--- src/rtl/fifo_arb_pkg.sv ---
// Shared types and the round-robin search used by the FIFO write-port arbiter.
package fifo_arb_pkg;

    localparam int FIFO_W  = 57;
    localparam int TAG_W   = 2;
    localparam int MAX_SRC = 4;

    typedef enum logic {IDLE, GRANT} state_t;

    typedef struct packed {
        logic             found;
        logic [TAG_W-1:0] idx;
    } pick_t;

    // Search starts one above 'last' and wraps; 'last' itself is tried last.
    function automatic pick_t rr_pick(input logic [MAX_SRC-1:0] mask,
                                      input logic [TAG_W-1:0]   last,
                                      input int unsigned        n);
        pick_t       p;
        int unsigned cand;
        logic [TAG_W-1:0] cand_idx;
        p = '0;
        for (int unsigned k = 1; k <= MAX_SRC; k++) begin
            cand = 32'(last) + k;
            if (cand >= n) cand = cand - n;
            cand_idx = cand[TAG_W-1:0];
            if (k <= n && !p.found && mask[cand_idx]) begin
                p.found = 1'b1;
                p.idx   = cand_idx;
            end
        end
        return p;
    endfunction

endpackage

--- src/rtl/fifo_wr_arbiter_pick.sv ---
// Round-robin priority pick over the requester vector.
// Latency: purely combinational.
// Backpressure: none; consumer decides whether to act on the pick.
module rr_priority_pick
    import fifo_arb_pkg::*;
#(
    parameter int N_SRC = 4
) (
    input  logic [N_SRC-1:0] req,
    input  logic [TAG_W-1:0] start,
    output logic             found,
    output logic [TAG_W-1:0] idx
);

    pick_t p;

    always_comb begin
        p     = rr_pick(MAX_SRC'(req), start, unsigned'(N_SRC));
        found = p.found;
        idx   = p.idx;
    end

endmodule

--- src/rtl/fifo_wr_arbiter.sv ---
// Round-robin arbiter sharing one tagged FIFO write port among N_SRC sources.
// Latency: 1 cycle arbitration from IDLE, zero from accept to FIFO write.
// Backpressure: fifo_wrfull drops src_ready/fifo_wrreq combinationally; grant is held.
module fifo_wr_arbiter
    import fifo_arb_pkg::*;
#(
    parameter int N_SRC     = 4,
    parameter int DATA_W    = 55,
    parameter int BURST_MAX = 16
) (
    input  logic                    clock,
    input  logic                    reset,
    input  logic                    enable,
    input  logic [N_SRC-1:0]        src_mask,
    input  logic [N_SRC-1:0]        src_valid,
    input  logic [N_SRC*DATA_W-1:0] src_data,
    output logic [N_SRC-1:0]        src_ready,
    output logic [FIFO_W-1:0]       fifo_data,
    output logic                    fifo_wrreq,
    input  logic                    fifo_wrfull,
    output logic [TAG_W-1:0]        cur_grant,
    output logic                    busy,
    output logic [31:0]             word_cnt,
    output logic [15:0]             stall_cnt
);

    state_t           state, state_nxt;
    logic [TAG_W-1:0] grant, grant_nxt;
    logic [TAG_W-1:0] last_grant, last_grant_nxt;
    logic [7:0]       burst_cnt, burst_nxt;

    logic [N_SRC-1:0] eligible;
    logic [N_SRC-1:0] grant_onehot;
    logic [N_SRC-1:0] pick_req;
    logic [TAG_W-1:0] pick_start;
    logic [TAG_W-1:0] pick_idx;
    logic             pick_found;
    logic             g_valid, g_mask;
    logic             wr, burst_end, release_g, stall;
    logic [DATA_W-1:0] g_payload;

    always_comb begin
        eligible     = enable ? (src_valid & src_mask) : '0;
        grant_onehot = N_SRC'(1) << grant;
        g_valid      = src_valid[grant];
        g_mask       = src_mask[grant];
        wr           = (state == GRANT) & g_valid & g_mask & enable & ~fifo_wrfull & ~reset;
        burst_end    = wr & (burst_cnt == 8'(BURST_MAX - 1));
        release_g    = (state == GRANT) & (~g_valid | ~g_mask | ~enable | burst_end);
        stall        = (state == GRANT) & g_valid & fifo_wrfull;
        // An expired burst must not be re-granted immediately to the same source.
        pick_req     = burst_end ? (eligible & ~grant_onehot) : eligible;
        pick_start   = (state == GRANT) ? grant : last_grant;
        g_payload    = '0;
        for (int i = 0; i < N_SRC; i++) begin
            if (grant == TAG_W'(i)) g_payload = src_data[i*DATA_W +: DATA_W];
        end
    end

    rr_priority_pick #(
        .N_SRC (N_SRC)
    ) u_pick (
        .req   (pick_req),
        .start (pick_start),
        .found (pick_found),
        .idx   (pick_idx)
    );

    always_ff @(posedge clock) begin
        if (reset) begin
            state      <= IDLE;
            grant      <= '0;
            last_grant <= TAG_W'(N_SRC - 1);
            burst_cnt  <= '0;
        end else begin
            state      <= state_nxt;
            grant      <= grant_nxt;
            last_grant <= last_grant_nxt;
            burst_cnt  <= burst_nxt;
        end
    end

    always_comb begin
        state_nxt      = state;
        grant_nxt      = grant;
        last_grant_nxt = last_grant;
        burst_nxt      = wr ? burst_cnt + 8'd1 : burst_cnt;
        case (state)
            IDLE: begin
                if (pick_found) begin
                    state_nxt = GRANT;
                    grant_nxt = pick_idx;
                    burst_nxt = '0;
                end
            end
            GRANT: begin
                if (release_g) begin
                    last_grant_nxt = grant;
                    if (pick_found) begin
                        grant_nxt = pick_idx;
                        burst_nxt = '0;
                    end else begin
                        state_nxt = IDLE;
                    end
                end
            end
            default: state_nxt = IDLE;
        endcase
    end

    always_comb begin
        src_ready  = wr ? grant_onehot : '0;
        fifo_wrreq = wr;
        fifo_data  = wr ? {grant, g_payload} : '0;
        busy       = (state == GRANT);
        cur_grant  = grant;
    end

    always_ff @(posedge clock) begin
        if (reset) begin
            word_cnt  <= '0;
            stall_cnt <= '0;
        end else begin
            if (wr) word_cnt <= word_cnt + 32'd1;
            if (stall && stall_cnt != 16'hFFFF) stall_cnt <= stall_cnt + 16'd1;
        end
    end

endmodule

--- config.mk ---
export PLATFORM = sky130hd
export DESIGN_NAME = fifo_wr_arbiter
export DESIGN_NICKNAME = d
export VERILOG_FILES = /design/src/rtl/fifo_arb_pkg.sv /design/src/rtl/fifo_wr_arbiter_pick.sv /design/src/rtl/fifo_wr_arbiter.sv
export SDC_FILE = /design/constraint.sdc
export NUM_CORES = 1
export LEC_CHECK = 0
export CAP_MARGIN = 20
export CORE_AREA = 2 2 133 135
export CTS_BUF_LIST = sky130_fd_sc_hd__clkbuf_16
export DETAILED_ROUTE_END_ITERATION = 6
export DIE_AREA = 0 0 135 137
export PLACE_DENSITY = 0.68
export SLEW_MARGIN = 10
export SYNTH_ARGS = -nofsm -noshare
export SYNTH_HDL_FRONTEND = slang
export SYNTH_SLANG_ARGS = --single-unit
--- constraint.sdc ---
create_clock -name clock -period 4.1 [get_ports clock]
set_input_delay 1.025 -clock clock [delete_from_list [all_inputs] [get_ports clock]]
set_output_delay 1.025 -clock clock [all_outputs]
set_load 0.1 [all_outputs]
==> commit_impl_results.txt <==
Refresh implementation metrics

- Status: finished, final reports clean
* Worst skew pair latency: 0.33 ns
- The DRC violation total left in the routed layout is recorded as 0.
- Top FF cell, synth: sky130_fd_sc_hd__dfxtp_1
- The portion of synthesized area spent on multiplexers is 27.8%.
- Cycle use final: 94.2%
- For this design, the CTS-stage hold fixing added 0 buffers.
- Count of nets left with antenna violations after detail routing: 0
* CTS Buffer Depth: 2
* AO/OA Area Share: 7.11%
- Internal reg-to-reg setup slack: 1.55 ns
* Syn_nets: 746
- STA classifies the critical path startpoint as an input port.
- After detailed placement, the design holds a cell count of 1056.
- The number of antenna violations at the first check in global routing came to 8.
* Slew at the pin closest to its max-slew limit: 1.00 ns
- Type of destination of the critical path: output port
* Max-cap violation count: 0
- Setup repair after global routing left no endpoint under its margin.
- Per STA, the library cell used most along the worst path is sky130_fd_sc_hd__buf_12.
- Cells along the critical path: clkdlybuf4s50_1, mux2i_1, nor3_2, o21ai_2, inv_2, buf_12, and2_2, buf_12
- Source of the critical timing path: src_valid[0]
* Maximum number of pins on one net before global-route repair: 68
- Pre-Repair DR Iteration Count: 5
* Top cells by count, synth: sky130_fd_sc_hd__dfxtp_1, sky130_fd_sc_hd__and2_1, sky130_fd_sc_hd__mux4_2
- Power per cell area: 212 nW/um2
- The finished layout holds 1076 standard cells, fillers aside.
* Number of synthesized flops with an enable pin: 0
- The mapped netlist covers 4790 um2.
- Prevailing logic family in the synthesized netlist: multiplexers
* Cell type contributing the most total cell area after synthesis: sky130_fd_sc_hd__mux4_2
- Drt initial violations: 265
- Yosys simple share: 27.2%
- After synthesis the netlist holds a flip-flop and latch count of 61.
- Buffers added to address setup during post-CTS repair amount to 0.
* H-tree depth reported by CTS: 3
- Per the Yosys statistics, synthesis produced 511 cells.
- Highest attainable clock frequency: 0.259 GHz
- Yosys xor share: 7.86%
* Wirelength, routed: 23100 um
- Looking at the clock tree report, the root buffer type is sky130_fd_sc_hd__clkbuf_16.
- Total via count in the routed design: 5501
- Worst path arrival time: 2.84 ns
[layout by cell type, fill, tap and decap left out, types with 10 or more instances in the layout]
cell type and count:
sky130_fd_sc_hd__xor2_1 26, sky130_fd_sc_hd__nand4_1 21, sky130_fd_sc_hd__buf_12 65, sky130_fd_sc_hd__and2_1 10
sky130_fd_sc_hd__and3_1 14, sky130_fd_sc_hd__and2_2 48, sky130_fd_sc_hd__a21oi_1 16, sky130_fd_sc_hd__inv_1 10
sky130_fd_sc_hd__mux4_2 56, sky130_fd_sc_hd__o21ai_0 12, sky130_fd_sc_hd__nand2_1 32, sky130_fd_sc_hd__nor2_1 55
sky130_fd_sc_hd__nand3_1 22, sky130_fd_sc_hd__dfxtp_1 59, sky130_fd_sc_hd__clkdlybuf4s50_1 278, sky130_fd_sc_hd__buf_4 10
sky130_fd_sc_hd__xnor2_1 17
[critical path: cells and delay by family]
| family | cells | cell delay, ns |
|---|---|---|
| AOI/OAI and AO/OA | 1 | 0.09 |
| buffers and inverters | 4 | 1.02 |
| muxes | 1 | 0.12 |
| and+or+nand+nor | 2 | 0.51 |
[per-stage QoR]
| stage | total power [uW] | instance area, um2 | utilization [%] |
|---|---|---|---|
| floorplan | 936 | 4880 | - |
| global placement | 1260 | 9190 | 53.9 |
| detailed placement | 1260 | 9190 | 53.9 |
| CTS | 2030 | 9490 | 55.6 |
| global route | 2100 | 9500 | 55.7 |
| finish | 2010 | 9500 | 55.7 |
[layer usage]
layer	wire length, um	GRT usage [%]	up-vias
met2	10400	39.0	278
met1	9970	33.1	2611
li1	-	-	2567
met3	2260	9.44	33
met4	344	5.90	12
met5	81	0	-
[area by class of cell]
cell class,count,area (um2)
tap,225,282
fill,1507,7550
clock inverter,7,75.1
multi-input combinational,405,3480
clock buffer,9,225
timing repair buffer,354,4160
antenna,4,10.0
inverter,11,41.3
sequential,61,1230
[report_power, final]
part / internal [uW] / leakage (uW) / switching [uW]
combinational: 384 / 0.00273 / 221
sequential: 599 / 0.000494 / 42.5
clock: 472 / 0.000138 / 294
total: 1460 / 0.00336 / 557
[sequential cells by signal, summed over array words and instances, names as in the netlist]
| name | count |
|---|---|
| word_cnt | 32 |
| stall_cnt | 16 |
| burst_cnt | 8 |
| cur_grant | 2 |
| last_grant | 2 |
| busy | 1 |
[worst min path at each step]
stage	slack, ns	cells past startpoint	from	end
CTS	0.47	1	last_grant[1]$_SDFFE_PP1P_	last_grant[1]$_SDFFE_PP1P_
floorplan	0.43	1	last_grant[1]$_SDFFE_PP1P_	last_grant[1]$_SDFFE_PP1P_
detailed placement	0.45	1	last_grant[1]$_SDFFE_PP1P_	last_grant[1]$_SDFFE_PP1P_
finish	0.46	1	last_grant[1]$_SDFFE_PP1P_	last_grant[1]$_SDFFE_PP1P_
global placement	0.44	1	last_grant[1]$_SDFFE_PP1P_	last_grant[1]$_SDFFE_PP1P_
global route	0.50	1	last_grant[1]$_SDFFE_PP1P_	last_grant[1]$_SDFFE_PP1P_
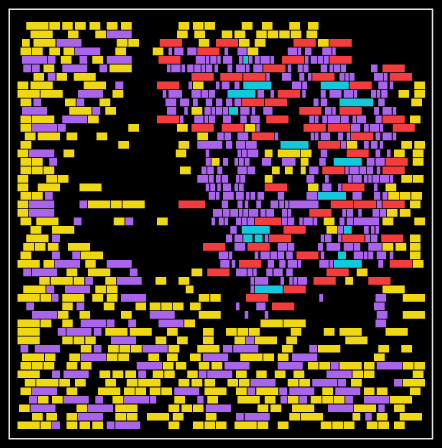
cell_classes.png
cyan -> clock drivers and dummy loads  # cells 16, share of their area 3.3%
purple -> all other logic  # cells 416, share of their area 38%
yellow -> other buffers and delay cells  # cells 354, share of their area 45%
red -> flip-flops  # cells 61, share of their area 13%
number of standard-cell rows in the floorplan: 48
Post-Route Utilization: 55.7%
Final Cell Area: 9500 um2

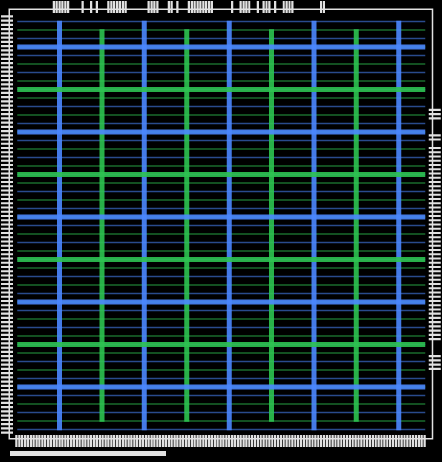
pdn.png
The bar under the picture is 50 um long. Pins as bars on the die edge.
blue -> VSS
green -> VDD
met5 straps = 9
signal pins = 345
met1 rails = 49
met4 straps = 9
overall die width: 135 um
Die Y-Extent: 137 um
peak ir drop on the vdd network: 0.000184 V
core box area: 17100 um2

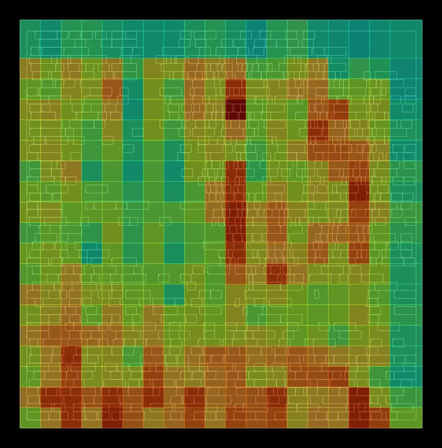
final_congestion.png
met3 demand-to-capacity share in global routing: 9.44%
Overall Global Routing Usage: 25.1%
peak-usage layer in the global routing report: met2

No activity file was given, so power comes from the tool's default toggle rates.
